$ cat src/rtl/mdu_ctrl.sv
// Sequencing controller between the execute stage and the RV32M multiply/divide datapath.
// Accepts one request, holds operands on the datapath, waits the fixed multiply latency or
// the divider strobe, and returns result/tag/error. Corner cases are resolved locally.
module mdu_ctrl #(
  parameter int unsigned MUL_LAT     = 3,
  parameter int unsigned DIV_TIMEOUT = 40
) (
  input  logic        clk_i,
  input  logic        rstn_i,
  input  logic        flush_i,
  input  logic        req_valid_i,
  output logic        req_ready_o,
  input  logic [7:0]  req_mode_i,
  input  logic [31:0] req_num1_i,
  input  logic [31:0] req_num2_i,
  input  logic [4:0]  req_rd_i,
  output logic [31:0] mdu_num1_o,
  output logic [31:0] mdu_num2_o,
  output logic [7:0]  mdu_mode_o,
  input  logic [31:0] mdu_ans_i,
  input  logic        mdu_div_ready_i,
  output logic        resp_valid_o,
  input  logic        resp_ready_i,
  output logic [31:0] resp_data_o,
  output logic [4:0]  resp_rd_o,
  output logic [1:0]  resp_error_o,
  output logic        busy_o
);

  localparam int unsigned CntW = $clog2(DIV_TIMEOUT + 1);
  // Counter value seen at the edge that completes the operation (edge k sees k-1).
  localparam logic [CntW-1:0] MulLast = CntW'(MUL_LAT - 1);
  localparam logic [CntW-1:0] DivLast = CntW'(DIV_TIMEOUT - 1);

  localparam logic [1:0] ErrOk      = 2'b00;
  localparam logic [1:0] ErrDivZero = 2'b01;
  localparam logic [1:0] ErrTimeout = 2'b10;
  localparam logic [1:0] ErrIllegal = 2'b11;

  typedef enum logic [1:0] {StIdle, StWait, StDone} state_e;

  state_e         state_q, state_d;
  logic [CntW-1:0] cnt_q, cnt_d;
  logic [7:0]     mode_q, mode_d;
  logic [31:0]    num1_q, num1_d;
  logic [31:0]    num2_q, num2_d;
  logic [4:0]     rd_q, rd_d;
  logic [31:0]    data_q, data_d;
  logic [1:0]     err_q, err_d;

  logic accept;
  logic req_legal, req_div, req_signed_ovf;
  logic wait_is_mul;

  // Request decode: modes 0x40..0x47, bit 2 selects divide, bit 1 selects remainder.
  always_comb begin
    req_legal      = (req_mode_i[7:3] == 5'b01000);
    req_div        = req_mode_i[2];
    req_signed_ovf = ((req_mode_i == 8'h44) || (req_mode_i == 8'h46)) &&
                     (req_num1_i == 32'h8000_0000) && (req_num2_i == 32'hFFFF_FFFF);
    wait_is_mul    = ~mode_q[2];
  end

  // Handshake and status outputs.
  always_comb begin
    unique case (state_q)
      StIdle:  req_ready_o = ~flush_i;
      StDone:  req_ready_o = resp_ready_i & ~flush_i;
      default: req_ready_o = 1'b0;
    endcase
    accept       = req_valid_i & req_ready_o;
    resp_valid_o = (state_q == StDone);
    busy_o       = (state_q != StIdle);
    mdu_num1_o   = num1_q;
    mdu_num2_o   = num2_q;
    mdu_mode_o   = mode_q;
    resp_data_o  = data_q;
    resp_rd_o    = rd_q;
    resp_error_o = err_q;
  end

  // Next-state logic: flush overrides everything, a new acceptance overrides retirement.
  always_comb begin
    state_d = state_q;
    cnt_d   = cnt_q;
    mode_d  = mode_q;
    num1_d  = num1_q;
    num2_d  = num2_q;
    rd_d    = rd_q;
    data_d  = data_q;
    err_d   = err_q;
    if (flush_i) begin
      state_d = StIdle;
      cnt_d   = '0;
    end else begin
      unique case (state_q)
        StWait: begin
          if (cnt_q != '1) cnt_d = cnt_q + CntW'(1);
          if (wait_is_mul) begin
            if (cnt_q == MulLast) begin
              data_d  = mdu_ans_i;
              err_d   = ErrOk;
              state_d = StDone;
            end
          end else if ((cnt_q != '0) && mdu_div_ready_i) begin
            // First edge after acceptance ignores a strobe left over from a previous divide.
            data_d  = mdu_ans_i;
            err_d   = ErrOk;
            state_d = StDone;
          end else if (cnt_q >= DivLast) begin
            data_d  = '0;
            err_d   = ErrTimeout;
            state_d = StDone;
          end
        end
        StDone: begin
          if (resp_ready_i) state_d = StIdle;
        end
        default: ;
      endcase
      if (accept) begin
        mode_d = req_mode_i;
        num1_d = req_num1_i;
        num2_d = req_num2_i;
        rd_d   = req_rd_i;
        cnt_d  = '0;
        if (!req_legal) begin
          state_d = StDone;
          data_d  = '0;
          err_d   = ErrIllegal;
        end else if (req_div && (req_num2_i == '0)) begin
          state_d = StDone;
          data_d  = req_mode_i[1] ? req_num1_i : 32'hFFFF_FFFF;
          err_d   = ErrDivZero;
        end else if (req_signed_ovf) begin
          state_d = StDone;
          data_d  = req_mode_i[1] ? 32'h0 : 32'h8000_0000;
          err_d   = ErrOk;
        end else begin
          state_d = StWait;
        end
      end
    end
  end

  // State and datapath-facing registers.
  always_ff @(posedge clk_i or negedge rstn_i) begin
    if (!rstn_i) begin
      state_q <= StIdle;
      cnt_q   <= '0;
      mode_q  <= '0;
      num1_q  <= '0;
      num2_q  <= '0;
      rd_q    <= '0;
      data_q  <= '0;
      err_q   <= '0;
    end else begin
      state_q <= state_d;
      cnt_q   <= cnt_d;
      mode_q  <= mode_d;
      num1_q  <= num1_d;
      num2_q  <= num2_d;
      rd_q    <= rd_d;
      data_q  <= data_d;
      err_q   <= err_d;
    end
  end

endmodule

$ cat config.mk
export PLATFORM = sky130hd
export DESIGN_NAME = mdu_ctrl
export DESIGN_NICKNAME = d
export VERILOG_FILES = /design/src/rtl/mdu_ctrl.sv
export SDC_FILE = /design/constraint.sdc
export NUM_CORES = 1
export LEC_CHECK = 0
export CAP_MARGIN = 20
export CORE_AREA = 2 2 117 119
export DETAILED_ROUTE_END_ITERATION = 10
export DIE_AREA = 0 0 119 121
export HOLD_SLACK_MARGIN = 0.03
export PLACE_DENSITY = 0.79
export SLEW_MARGIN = 20
export SYNTH_ARGS = -nofsm -noshare
export SYNTH_HDL_FRONTEND = slang
export SYNTH_SLANG_ARGS = --single-unit
export TNS_END_PERCENT = 1
$ cat constraint.sdc
create_clock -name clk_i -period 2.1 [get_ports clk_i]
set_input_delay 0.315 -clock clk_i [delete_from_list [all_inputs] [get_ports clk_i]]
set_output_delay 0.315 -clock clk_i [all_outputs]
set_load 0.01 [all_outputs]
==> flow_metrics.env, run 1 <==
# physical design summary
export IMPL_clock_sinks=119
export IMPL_drv_max_cap_violation_count=0
export IMPL_non_clock_buffer_count=313
export IMPL_route_detailed_drc=0
export IMPL_n_all_inverters=7
export IMPL_p_clk_uw=3130
export IMPL_clock_area_frac=0.0662
export IMPL_first_pass_iters=5
export IMPL_worstSetupPathType="primary input to flip-flop"
export IMPL_sh_seq_area=0.312
export IMPL_power_net_switching_uw=1780
export IMPL_ant_diodes=0
export IMPL_cp_end_kind="flip-flop"
export IMPL_power_largest_group="clock"
export IMPL_h_tree_depth=4
export IMPL_layout_comb_gates_multi_input=305
export IMPL_numCtsBuffers=17
export IMPL_xor_share_synth=0.00634
export IMPL_synthDominantAreaCellType="sky130_fd_sc_hd__dfrtp_1"
export IMPL_grt_first_pass_wirelength_microns=29800
export IMPL_post_synth_mux_area_share=0.157
export IMPL_yosysMostFrequentCell="sky130_fd_sc_hd__dfrtp_1"
export IMPL_clk_transition_reported_paths_ns=0.06
export IMPL_timing_critical_path_from_type="primary input"
export IMPL_power_uw=7400
export IMPL_final_layout_size_suffix_gt1_frac=0.299
export IMPL_cts_max_path_buffers=2
export IMPL_power_share_sequential=0.367
export IMPL_crit_required_ns=2.41
export IMPL_outcome="finished clean"
export IMPL_timing_reg2reg_setup_slack_ns=0.09
export IMPL_rsz0062_at_grt="yes"
export IMPL_regToRegEndpoint="resp_data_o[30]$_DFFE_PN0N_"
export IMPL_syn_inst=456
export IMPL_grt_residual_overflow=0
export IMPL_netlist_area_leader_share=0.539
export IMPL_chipArea_sq_um=14400
export IMPL_synth_chip_area_sq_um=5520
export IMPL_clkbuf_count=23
export IMPL_ir_drop_mv=0.797
export IMPL_adder_share=0.00680
export IMPL_hpwl_microns=13500
export IMPL_synth_top_cells_by_area="sky130_fd_sc_hd__dfrtp_1 (54%), sky130_fd_sc_hd__mux2_2 (16%), sky130_fd_sc_hd__a22oi_1 (7.6%)"
export IMPL_area_growth_pct=73.1
export IMPL_synth_cellmix_simpleShare=0.112
export IMPL_grt_use_met2=0.455
export IMPL_timing_hold_worst_start="req_num1_i[11]"
export IMPL_ys_async_sr_fraction=1.00
export IMPL_p_comb_uw=1550
export IMPL_synth_net_count=574
export IMPL_finalSetupViolCount=0
export IMPL_groute_usage_overall=0.269
export IMPL_total_leakage_power_uw=0.00413
export IMPL_ys_cells=456
export IMPL_antenna_found_initial=0
export IMPL_grt_use_met1=0.321
export IMPL_syn_mean_instance_area_sq_um=12.1
export IMPL_cts_tree="built"
export IMPL_num_io_pins=229
export IMPL_placed_cells_incl_taps=907
export IMPL_initialDrtViolationCount=388
export IMPL_power_density_cell_area_nw_per_um2=773
export IMPL_max_slew_margin_rel=0.621
export IMPL_detail_route_wl_per_cell_microns=20.4
export IMPL_area_dominant_class="non-clock buffers"
export IMPL_combGateArea_sq_um=2600
export IMPL_comb_cell_share=0.272
export IMPL_fp_dieW_microns=119
export IMPL_sequential_to_total_area_share_from_yosys_stat=0.539
export IMPL_post_route_cell_area_sq_um=9560
run 1: critical path, cell delays in order:
cell and delay (ns):
sky130_fd_sc_hd__dlygate4sd2_1 0.24, sky130_fd_sc_hd__or4b_1 0.48, sky130_fd_sc_hd__nor4_2 0.31, sky130_fd_sc_hd__nand4_1 0.25, sky130_fd_sc_hd__o21bai_4 0.32, sky130_fd_sc_hd__buf_6 0.14
sky130_fd_sc_hd__a31oi_1 0.07, sky130_fd_sc_hd__o31a_1 0.28
run 1: routing by layer:
layer	vias up	part of all wire
met4	0	0.034
met2	276	0.51
met5	-	0
met3	51	0.077
li1	2340	-
met1	2640	0.38
run 1: timing repair:
item,in CTS,in global routing
endpoints found under the hold margin,35,0
cloned,3,2
hold buffers,1,0
pin swaps,20,24
buffers inserted,3,4
gates resized,45,59
endpoints found under the setup margin,36,35
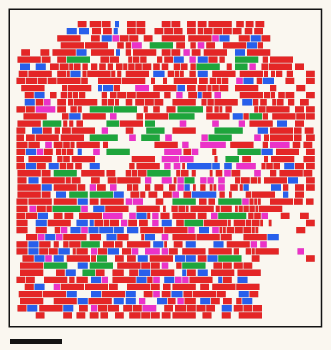
**Above:** run 1 (cell sizes after repair).
Scale bar: 20 microns.
| size | color | cells | share | most used |
|---|---|---|---|---|
| drive 2 | blue | 108 | 14% | mux2_2 |
| drive 3 to 4 | magenta | 86 | 11% | buf_4 |
| drive 1 or less | red | 544 | 70% | clkdlybuf4s50_1 |
| drive 6 and up | green | 38 | 4.9% | clkbuf_16 |

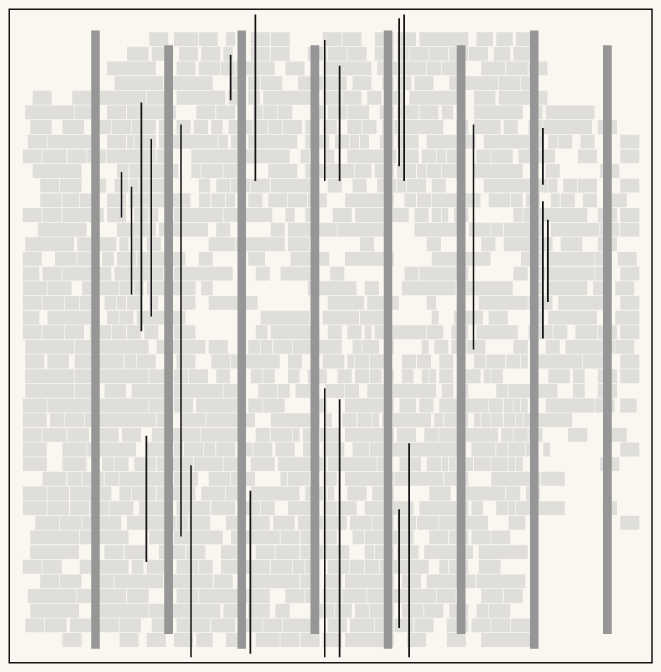
**Above:** run 1 (M4 wires).
Supply wires on this layer in gray.
longest straight run: 76.2 microns
wire length on this layer: 661 microns
share of all routed wire: 3.4%
main direction: vertical
nets with wire on the layer: 19
detailed-route via count: 5307
Total Wirelength: 19400 microns

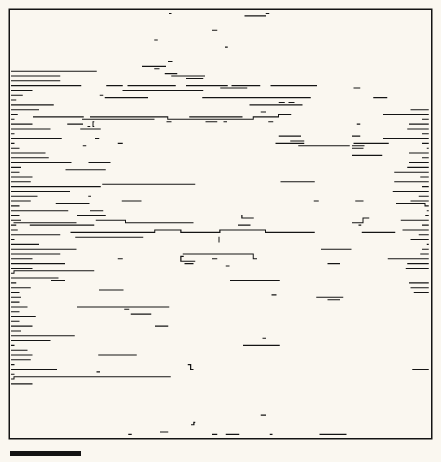
**Above:** run 1 (signal wires on met3).
Scale bar: 20 microns.
wire length on this layer: 1500 microns
longest straight run: 44.2 microns
share of all routed wire: 7.7%

## Run 2: what changed since run 1
--- a/config.mk
+++ b/config.mk
@@ -11,7 +11,6 @@
 export DIE_AREA = 0 0 119 121
 export HOLD_SLACK_MARGIN = 0.03
 export PLACE_DENSITY = 0.79
-export SLEW_MARGIN = 20
 export SYNTH_ARGS = -nofsm -noshare
 export SYNTH_HDL_FRONTEND = slang
 export SYNTH_SLANG_ARGS = --single-unit
==> run 2 against run 1 <==
Sequential share of layout area stayed put; count of clock-buffer cells in the layout stayed put; via count stayed put; maximum frequency stayed put; worst setup slack stayed put; worst hold slack stayed put; sequential cell count stayed put; sequential power hardly changed; clock power hardly changed; clock skew stayed put; critical path depth stayed put; final cell count stayed put; critical path type unchanged; critical endpoint unchanged; largest power group unchanged.
==> flow_metrics.env, run 2 <==
# physical design summary
export IMPL_ys_async_sr_fraction=1.00
export IMPL_cp_top_family="simple AND/OR/NAND/NOR gates"
export IMPL_timing_reg2reg_setup_slack_ns=0.09
export IMPL_detail_route_wl_per_cell_microns=20.4
export IMPL_post_route_cell_area_sq_um=9560
export IMPL_clkbuf_count=23
export IMPL_grt_first_pass_wirelength_microns=29800
export IMPL_p_clk_uw=3130
export IMPL_cts_max_path_buffers=2
export IMPL_final_layout_size_suffix_gt1_frac=0.299
export IMPL_area_dominant_class="non-clock buffers"
export IMPL_syn_mean_instance_area_sq_um=12.1
export IMPL_synth_net_count=574
export IMPL_area_growth_pct=73.1
export IMPL_h_tree_depth=4
export IMPL_syn_inst=456
export IMPL_crit_chain="dlygate4sd2_1 -> or4b_1 -> nor4_2 -> nand4_1 -> o21bai_4 -> buf_6 -> a31oi_1 -> o31a_1"
export IMPL_cp_end_kind="flip-flop"
export IMPL_max_slew_margin_rel=0.621
export IMPL_worst_path_largest_cell_delay_ns=0.48
export IMPL_antenna_found_initial=0
export IMPL_hpwl_microns=13500
export IMPL_power_largest_group="clock"
export IMPL_total_leakage_power_uw=0.00413
export IMPL_drt_wl_total_microns=19400
export IMPL_chipArea_sq_um=14400
export IMPL_ys_cells=456
export IMPL_groute_usage_overall=0.269
export IMPL_wirelength_met1_microns=7420
export IMPL_timing_hold_worst_start="req_num1_i[11]"
export IMPL_power_share_sequential=0.367
export IMPL_cp_slowest_cell="sky130_fd_sc_hd__or4b_1"
export IMPL_p_comb_uw=1550
export IMPL_numCtsBuffers=17
export IMPL_drv_max_cap_violation_count=0
export IMPL_met3RoutedLength_microns=1500
export IMPL_num_vias=5307
export IMPL_cts_tree="built"
export IMPL_timing_critical_path_from_type="primary input"
export IMPL_outcome="finished clean"
export IMPL_highest_layer="met4"
export IMPL_power_net_switching_uw=1780
export IMPL_power_uw=7400
export IMPL_ant_diodes=0
export IMPL_sh_seq_area=0.312
export IMPL_n_all_inverters=7
export IMPL_clock_sinks=119
export IMPL_initialDrtViolationCount=388
export IMPL_num_io_pins=229
export IMPL_finalSetupViolCount=0
export IMPL_synth_top_cells_by_area="sky130_fd_sc_hd__dfrtp_1 (54%), sky130_fd_sc_hd__mux2_2 (16%), sky130_fd_sc_hd__a22oi_1 (7.6%)"
export IMPL_grt_use_met1=0.321
export IMPL_yosysMostFrequentCell="sky130_fd_sc_hd__dfrtp_1"
export IMPL_synth_chip_area_sq_um=5520
export IMPL_power_density_cell_area_nw_per_um2=773
export IMPL_grt_residual_overflow=0
export IMPL_placed_cells_incl_taps=907
export IMPL_first_pass_iters=5
export IMPL_sequential_to_total_area_share_from_yosys_stat=0.539
export IMPL_rsz0062_at_grt="yes"
export IMPL_non_clock_buffer_count=313
export IMPL_ir_drop_mv=0.797
export IMPL_comb_cell_share=0.272
run 2: cell counts in the layout (fill, tap and decap cells not counted):
Identical to the previous run, type by type.
run 2: cells by family (layout without fill, tap and decap cells):
family / after synthesis / count (layout) / share of synthesized area
XOR/XNOR: 4 / 4 / 0.00634
AND-OR/OR-AND: 114 / 116 / 0.152
buffers and inverters: 34 / 352 / 0.0274
AND/OR/NAND/NOR: 105 / 105 / 0.112
multiplexers: 77 / 77 / 0.157
adder cells (fa/ha/maj): 3 / 3 / 0.00680
flip-flops: 119 / 119 / 0.539
run 2: repair_timing:
action | in CTS | in global routing
endpoints found under the setup margin | 36 | 35
setup buffers | 3 | 4
hold buffers | 1 | 0
pin swaps | 20 | 24
endpoints found under the hold margin | 35 | 0
cloned | 3 | 2
resized | 45 | 59
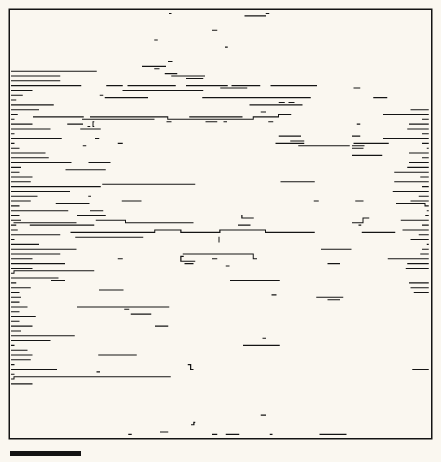
**Above:** run 2 (signal wires on met3).
Scale bar: 20 microns.
share of all routed wire: 7.7%
main direction: horizontal

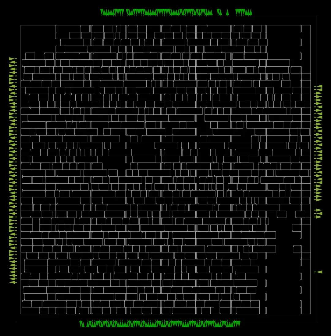
**Above:** run 2 (placed standard cells).
# Taps: 176
standard-cell rows: 42

## Run 3: what changed since run 2
--- a/config.mk
+++ b/config.mk
@@ -5,12 +5,14 @@
 export SDC_FILE = /design/constraint.sdc
 export NUM_CORES = 1
 export LEC_CHECK = 0
+export ABC_AREA = 0
 export CAP_MARGIN = 20
 export CORE_AREA = 2 2 117 119
 export DETAILED_ROUTE_END_ITERATION = 10
 export DIE_AREA = 0 0 119 121
 export HOLD_SLACK_MARGIN = 0.03
 export PLACE_DENSITY = 0.79
+export SETUP_SLACK_MARGIN = 0.02
 export SYNTH_ARGS = -nofsm -noshare
 export SYNTH_HDL_FRONTEND = slang
 export SYNTH_SLANG_ARGS = --single-unit
==> run 3 against run 2 <==
Sequential share of layout area decreased by 0.061 points; combinational power about the same; global-route usage about the same; worst setup slack got worse by 0.0017 ns; critical path type unchanged; maximum frequency about the same; core utilization increased by 0.14 points; first-iteration DRC count increased by 8.5%; via count increased by 1.3%; sequential power about the same; area after synthesis unchanged; die size unchanged; final area increased by 0.20%.
==> flow_metrics.env, run 3 <==
# physical design summary
export IMPL_yosysMostFrequentCell="sky130_fd_sc_hd__dfrtp_1"
export IMPL_power_net_switching_uw=1780
export IMPL_adder_share=0.00680
export IMPL_met3RoutedLength_microns=1430
export IMPL_max_slew_margin_rel=0.624
export IMPL_cp_slowest_cell="sky130_fd_sc_hd__nor4_2"
export IMPL_power_density_cell_area_nw_per_um2=772
export IMPL_max_clock_freq_ghz=0.477
export IMPL_outcome="finished clean"
export IMPL_synth_net_count=574
export IMPL_sequential_to_total_area_share_from_yosys_stat=0.539
export IMPL_fin_worst_skew_ns=0.0107
export IMPL_rsz0062_at_grt="yes"
export IMPL_hpwl_microns=13500
export IMPL_power_share_sequential=0.367
export IMPL_synth_chip_area_sq_um=5520
export IMPL_cts_max_path_buffers=2
export IMPL_timing_critical_path_from_type="primary input"
export IMPL_grt_residual_overflow=0
export IMPL_clock_sinks=119
export IMPL_num_io_pins=229
export IMPL_initialDrtViolationCount=421
export IMPL_syn_inst=456
export IMPL_highest_layer="met4"
export IMPL_placement_rows=42
export IMPL_timing_reg2reg_setup_slack_ns=0.11
export IMPL_synth_cellmix_simpleShare=0.112
export IMPL_antenna_found_initial=2
export IMPL_total_leakage_power_uw=0.00409
export IMPL_final_layout_size_suffix_gt1_frac=0.308
export IMPL_postCtsSetupRepairBufs=3
export IMPL_worst_path_largest_cell_delay_ns=0.31
export IMPL_cts_hold_buffers=1
export IMPL_h_tree_depth=4
export IMPL_grt_use_met1=0.320
export IMPL_xor_share_synth=0.00634
export IMPL_drv_max_cap_violation_count=0
export IMPL_crit_chain="clkdlybuf4s15_1 -> nor4_2 -> buf_4 -> nand4_1 -> buf_4 -> nor4_4 -> buf_4 -> o21bai_4 -> buf_6 -> a31oi_4 -> o31a_1"
export IMPL_syn_mean_instance_area_sq_um=12.1
export IMPL_drt_wl_total_microns=19700
export IMPL_synth_flop_count=119
export IMPL_placed_cells_incl_taps=907
export IMPL_ir_drop_mv=0.794
export IMPL_ys_top_logic_family="multiplexers"
export IMPL_detail_route_wl_per_cell_microns=20.6
export IMPL_ys_async_sr_fraction=1.00
export IMPL_grt_first_pass_wirelength_microns=29800
export IMPL_min_period_ns=2.10
export IMPL_num_vias=5375
export IMPL_path_buffers=5
export IMPL_finalSetupViolCount=0
export IMPL_groute_usage_overall=0.269
export IMPL_numCtsBuffers=17
export IMPL_cp_top_family="buffers and inverters"
export IMPL_ys_cells=456
export IMPL_timing_hold_worst_start="req_mode_i[0]"
export IMPL_synth_top_cells_by_area="sky130_fd_sc_hd__dfrtp_1 (54%), sky130_fd_sc_hd__mux2_2 (16%), sky130_fd_sc_hd__a22oi_1 (7.6%)"
-- run 3: area by class of cell --
type / instances / area share
well taps: 176 / 0.0230
multi-input cells: 305 / 0.277
clock inverters: 9 / 0.0151
inverters: 7 / 0.00274
repair buffers: 313 / 0.320
clock buffers: 23 / 0.0509
diodes: 2 / 0.000522
flip-flops and latches: 119 / 0.311
-- run 3: power by group through the flow --
| stage | clock, uW | combinational, uW | sequential, uW |
|---|---|---|---|
| after global placement | 0 | 1510 | 2730 |
| after CTS | 3150 | 1540 | 2710 |
| final | 3120 | 1560 | 2720 |
| after global routing | 3250 | 1640 | 2750 |
| after detailed placement | 0 | 1530 | 2750 |
| after floorplan | 0 | 376 | 2860 |
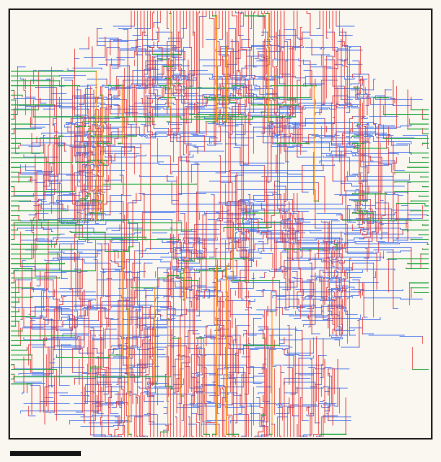
**Above:** run 3 (signal wires by layer).
Scale bar: 20 microns.
| layer | color | wire length |
|---|---|---|
| met1 | blue | 7550 microns |
| met2 | red | 10000 microns |
| met4 | orange | 685 microns |
| met3 | green | 1430 microns |

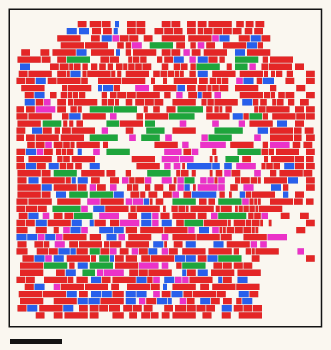
**Above:** run 3 (cell sizes after repair).
Scale bar: 20 microns.
| size | color | cells | share | most used |
|---|---|---|---|---|
| drive 1 or less | red | 537 | 69% | clkdlybuf4s50_1 |
| drive 6 and up | green | 39 | 5.0% | clkbuf_16 |
| drive 3 to 4 | magenta | 91 | 12% | buf_4 |
| drive 2 | blue | 109 | 14% | mux2_2 |

Power is estimated from default activity; no workload was simulated.
